==> config.mk <==
export PLATFORM = sky130hd
export DESIGN_NAME = corr_readout_sched_flat
export DESIGN_NICKNAME = d
export VERILOG_FILES = /design/src/rtl/corr_readout_sched_if.sv /design/src/rtl/corr_readout_sched.sv /design/src/flat_wrapper.sv
export SDC_FILE = /design/constraint.sdc
export NUM_CORES = 1
export LEC_CHECK = 0
export CAP_MARGIN = 20
export CELL_PAD_IN_SITES_DETAIL_PLACEMENT = 2
export CELL_PAD_IN_SITES_GLOBAL_PLACEMENT = 2
export CORE_UTILIZATION = 40
export DETAILED_ROUTE_END_ITERATION = 12
export PLACE_DENSITY = 0.82
export SLEW_MARGIN = 20
export SYNTH_ARGS = -nofsm -noshare
export SYNTH_HDL_FRONTEND = slang
export SYNTH_SLANG_ARGS = --single-unit
==> constraint.sdc <==
create_clock -name clk -period 7.15 [get_ports clk]
set_clock_uncertainty 0.05 [all_clocks]
set_input_delay 1.43 -clock clk [delete_from_list [all_inputs] [get_ports clk]]
set_output_delay 1.43 -clock clk [all_outputs]
set_load 0.005 [all_outputs]
Run 1, the clock network:
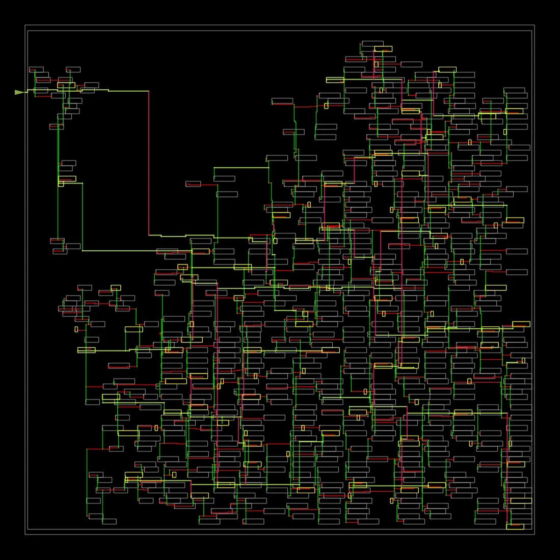
Clock buffer cells: 77
Late-Pin Clk Latency: 660 ps
flop count: 571
total CTS buffers: 59

Run 1, wiring heat map:
Drawn at 1.5 px/um. The die is cut into 27 by 27 equal tiles; dark purple is low, yellow is high, scaled to the fullest tile. Values are wire area over tile area, all layers added.
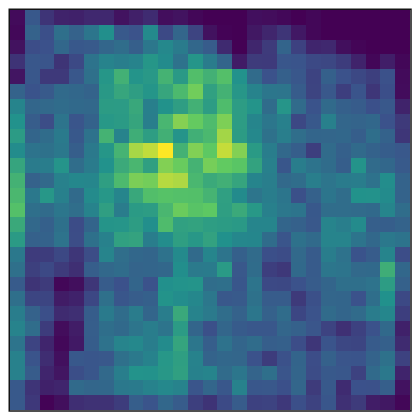
4.1% of the tiles are nearly empty. The emptiest ninth of the die: top right. The fullest tile reaches 0.78.
wire length per cell: 35.9 um
via count: 20,600
Total GRT Usage: 33.2%
Total Wirelength: 118 mm

Run 1, met3 routing:
Drawn at 1.5 px/um. Cells faint in the background.
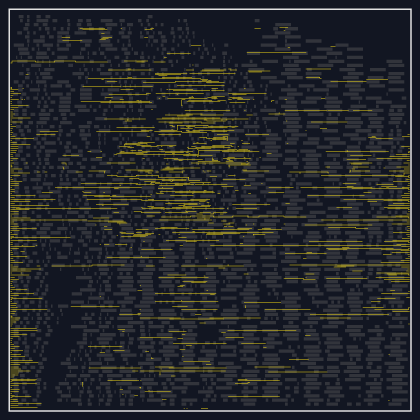
498 nets have wire on it. The wires run mostly horizontal. The layer carries 8,020 um of wire. The longest straight run is 127 um.
GR Layer Usage met3: 5.99%

Run 1, placed cells, one colour a class:
Drawn at 2 px/um.
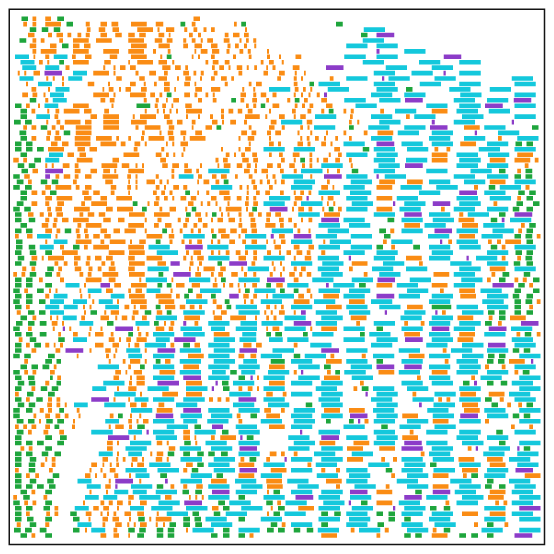
Key: remaining buffers and delay cells = green [cells 392, share of their area 11%]; registers = cyan [cells 571, share of their area 49%]; clock drivers and dummy loads = purple [cells 110, share of their area 5.7%]; remaining logic cells = orange [cells 1,290, share of their area 33%]
final core occ: 50.1%
num rows: 96
Seq/total area: 47.8%

==> out/results.txt, run 1 <==
status -> completed
Crit path depth -> 13
dpl hpwl -> 82.5 mm
initial DRC count -> 1,757
slowest cell on the critical path -> dfxtp_1
PostCTS Resize Cnt -> 0
Slew HR -> 17.1%
Top cell area share -> 54.1%
Worst-Margin Slew -> 1210 ps
setup_tns -> 0 ps
clock tree sinks -> 571
met2 usage -> 59.8%
and+or+nand+nor area frac -> 12.8%
top comb family, area -> multiplexers
# Cells Yosys -> 1,970
share of layout cells above drive strength 1 -> 15.5%
adder share -> 1.05%
P&R area growth vs syn -> 23.0%
number of enable flip-flop cells -> 505
storage element area -> 16,500 um^2
Power Dens Cells -> 253 nW/um^2
cell area after synthesis -> 28,100 um^2
count leader, synth -> edfxtp_1
Logic pwr share -> 22.6%
worst-path fanout max -> 14
Largest cells by area -> edfxtp_1, mux4_2, dfxtp_1
Net Count, Synth -> 2,126
Mux cell area share -> 17.6%
CP peak stage delay -> 870 ps
largest net degree at the start of global routing -> 85
Reg2Reg Depth -> 13
# port buffers -> 332
Switching Share -> 27.5%
worst-case vdd ir drop -> 0.218 mV
routed vias/inst -> 6.23
M1 GR Usage -> 38.5%
postcts setup bufs -> 0
Synth cell types -> 84
r2r setup slk -> 420 ps
critical path buffer and inverter count -> 2
WHS Path Cells -> 0
Ports -> 333
busiest metal layer after global routing -> met2
ys async rst share -> 0%
Setup Crit Path Kind -> flip-flop to flip-flop
Mapped Cells -> 1,970
fmax -> 149 MHz
die width -> 267 um
synth warn -> 0
crit-path cells -> xor2_1, buf_12, mux4_2, mux2i_1, o22ai_1, a311oi_1, buf_4, nand2_1, nor3_2, nand3_1, nor3_2, and4b_1, a22oi_1
Post-synth regs -> 571
CP Launch Type -> flip-flop
Int Pwr -> 6.33 mW
Data required, critical path -> 7460 ps
Setup WS post-layout -> 418 ps
clock share of power -> 35.9%
Final Hold Vio Count -> 0
xor/xnor cell area share of the yosys netlist -> 1.81%
cycle use final -> 94.2%
CP arrival -> 7040 ps
max reg flops -> 404
DP Worst Slack -> 669 ps
run 1: placed cells by master (no fill, tap or decap), types with 27 or more instances in the layout:
cell type / instances
a21oi_1: 54
mux2i_1: 89
nor2b_1: 38
nand2_1: 110
mux4_2: 171
buf_4: 56
nand2b_1: 38
xnor2_1: 27
nor2_1: 147
nand3_1: 36
clkdlybuf4s50_1: 331
xor2_1: 27
dfxtp_1: 63
clkbuf_16: 59
and2_1: 173
edfxtp_1: 505
o21ai_0: 38
run 1: per-stage QoR:
stage | total power [mW] | instances
floorplan | 4.45 | 1970
global placement | 5.58 | 3182
detailed placement | 5.65 | 3183
CTS | 8.80 | 3293
global route | 8.97 | 3295
finish | 8.74 | 3296
run 1: power by group through the flow:
stage | registers [mW] | logic, mW | clock network (mW)
after global placement | 3.71 | 1.87 | 0
after CTS | 3.64 | 1.98 | 3.18
final | 3.63 | 1.97 | 3.14
after global routing | 3.63 | 2.07 | 3.27
after floorplan | 3.67 | 0.779 | 0
after detailed placement | 3.71 | 1.94 | 0
run 1: cell type report:
type | count | area share [%]
timing repair buffer | 392 | 11.1
inverter | 21 | 0.243
sequential | 571 | 47.8
clock inverter | 33 | 0.899
tap | 931 | 3.37
antenna | 2 | 0.0145
multi-input combinational | 1269 | 32.0
clock buffer | 77 | 4.57
run 1: per-layer routing:
metal / part of all wire [%] / up-vias
met5: 0.046 / -
met4: 4.6 / 8
met3: 6.8 / 294
met2: 52 / 1092
met1: 37 / 10800
li1: - / 8333
## Run 2: what changed since run 1
--- a/config.mk
+++ b/config.mk
@@ -8,9 +8,9 @@
 export CAP_MARGIN = 20
 export CELL_PAD_IN_SITES_DETAIL_PLACEMENT = 2
 export CELL_PAD_IN_SITES_GLOBAL_PLACEMENT = 2
-export CORE_UTILIZATION = 40
+export CORE_UTILIZATION = 36
 export DETAILED_ROUTE_END_ITERATION = 12
-export PLACE_DENSITY = 0.82
+export PLACE_DENSITY = 0.76
 export SLEW_MARGIN = 20
 export SYNTH_ARGS = -nofsm -noshare
 export SYNTH_HDL_FRONTEND = slang
Run 2, placed cells, one colour a class:
Drawn at 1.5 px/um.
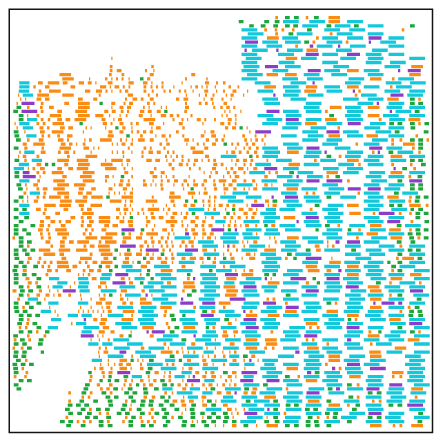
Key: clock drivers and dummy loads = purple [cells 116, share of their area 6.3%]; registers = cyan [cells 571, share of their area 49%]; remaining buffers and delay cells = green [cells 396, share of their area 11%]; remaining logic cells = orange [cells 1,290, share of their area 33%]
num rows: 101
Design Area, Final: 34,800 um^2

Run 2, wiring heat map:
Drawn at 1.5 px/um. The die is cut into 28 by 28 equal tiles; dark purple is low, yellow is high, scaled to the fullest tile. Values are wire area over tile area, all layers added.
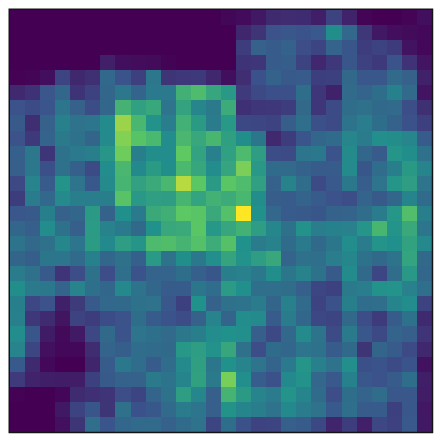
The fullest tile reaches 0.67. The mean over all tiles is 0.22. 16% of the tiles are over half the peak. The densest ninth of the die: middle. 9.4% of the tiles are nearly empty.
Total GRT Usage: 27.1%
via count: 19,800
Total Wirelength: 107 mm
wire length per cell: 31.6 um

==> run 2 against run 1 <==
Clock power grew 7.3%. Utilization shrank 4.6 points. Via count shrank 3.8%. Register-to-register slack gained 440 ps. Hold slack lost 16 ps. Wire length shrank 9.2%. Clock-buffer cell count shrank 5. Fmax grew 6.3%. Final cell count grew 3.2%. Sequential power is essentially flat. Highest routed layer unchanged.
==> out/results.txt, run 2 <==
GR Layer Usage met3 -> 3.66% (-2.3 points)
PostCTS Resize Cnt -> 0 (unchanged)
Post-synth regs -> 571 (unchanged)
cell area after synthesis -> 28,100 um^2 (unchanged)
dpl hpwl -> 75.6 mm (-8.5%)
clock tree sinks -> 571 (unchanged)
Synth cell types -> 84 (unchanged)
M1 GR Usage -> 33.3% (-5.2 points)
busiest metal layer after global routing -> met2
Final Hold Vio Count -> 0 (unchanged)
Largest cells by area -> edfxtp_1, mux4_2, dfxtp_1
Power Dens Cells -> 257 nW/um^2 (+1.3%)
postcts setup bufs -> 0 (unchanged)
number of enable flip-flop cells -> 505 (unchanged)
die width -> 281 um (+5.4%)
critical path buffer and inverter count -> 4 (+2)
final cell count without fillers -> 3,403 (+3.2%)
CP peak stage delay -> 730 ps (-140 ps)
WHS Path Cells -> 0 (unchanged)
Worst-Margin Slew -> 1090 ps (-115 ps)
most used logic cell in the final layout -> edfxtp_1
Crit path depth -> 10 (-3)
r2r setup slk -> 860 ps (+440 ps)
# port buffers -> 332 (unchanged)
setup_tns -> 0 ps (unchanged)
Late-Pin Clk Latency -> 660 ps (about the same)
synth warn -> 0 (unchanged)
Top cell area share -> 54.1% (unchanged)
Setup Crit Path Kind -> input port to output pin
max reg flops -> 404 (unchanged)
met2 usage -> 49.1% (-11 points)
Reg2Reg Depth -> 15 (+2)
largest net degree at the start of global routing -> 64 (-25%)
CP Launch Type -> input port
worst-case vdd ir drop -> 0.201 mV (-7.9%)
fmax -> 158 MHz (+6.3%)
# diodes -> 0 (-2)
total CTS buffers -> 61 (+3.4%)
# Cells Yosys -> 1,970 (unchanged)
slowest cell on the critical path -> nor4b_1
most frequent cells in the layout -> edfxtp_1, clkdlybuf4s50_1, and2_1
routed vias/inst -> 5.81 (-6.8%)
status -> completed
cycle use final -> 88.6% (-5.6 points)
ys async rst share -> 0% (unchanged)
crit-path cells -> clkdlybuf4s50_1, nor4b_1, nand4_1, nor4_1, buf_4, and2_1, buf_4, mux2i_1, nor2_1, clkdlybuf4s50_1
run 2: power breakdown:
group / internal, mW / switching (mW)
registers: 3.59 / 0.0520
clock network: 1.92 / 1.45
logic: 1.01 / 0.918
run 2: final cells by class:
cell class / instances / area, um^2 / area share [%]
Sequential cell: 571 / 16500 / 47.3
Multi-Input combinational cell: 1269 / 11000 / 31.7
Timing Repair Buffer: 396 / 3800 / 10.9
Clock buffer: 72 / 1610 / 4.62
Tap cell: 1030 / 1290 / 3.70
Clock inverter: 44 / 517 / 1.48
Inverter: 21 / 83.8 / 0.241
run 2: stage by stage:
stage | setup slack, ps | hold slack [ps] | util, % | total power, mW
finish | 815 | 437 | 45.5 | 8.94
global placement | 752 | 414 | 42.7 | 5.58
floorplan | 1320 | 399 | - | 4.45
global route | 595 | 424 | 45.5 | 9.20
detailed placement | 679 | 443 | 42.7 | 5.64
CTS | 644 | 436 | 45.5 | 9.03
run 2: routing by layer:
metal | up-vias | wire (um)
met5 | - | 12
met4 | 2 | 3300
met1 | 10500 | 42200
li1 | 8332 | -
met2 | 778 | 56000
met3 | 167 | 5970
run 2: logic make-up after synthesis:
kind of cell,Yosys count,share of synthesized area (%)
buffers and inverters,130,2.00
flip-flops,571,58.8
AND/OR/NAND/NOR,671,12.8
adder cells (fa/ha/maj),23,1.05
multiplexers,277,17.6
XOR/XNOR,57,1.81
AND-OR/OR-AND,241,5.95
Power figures rest on the tool's default switching activity, not on a simulated workload.
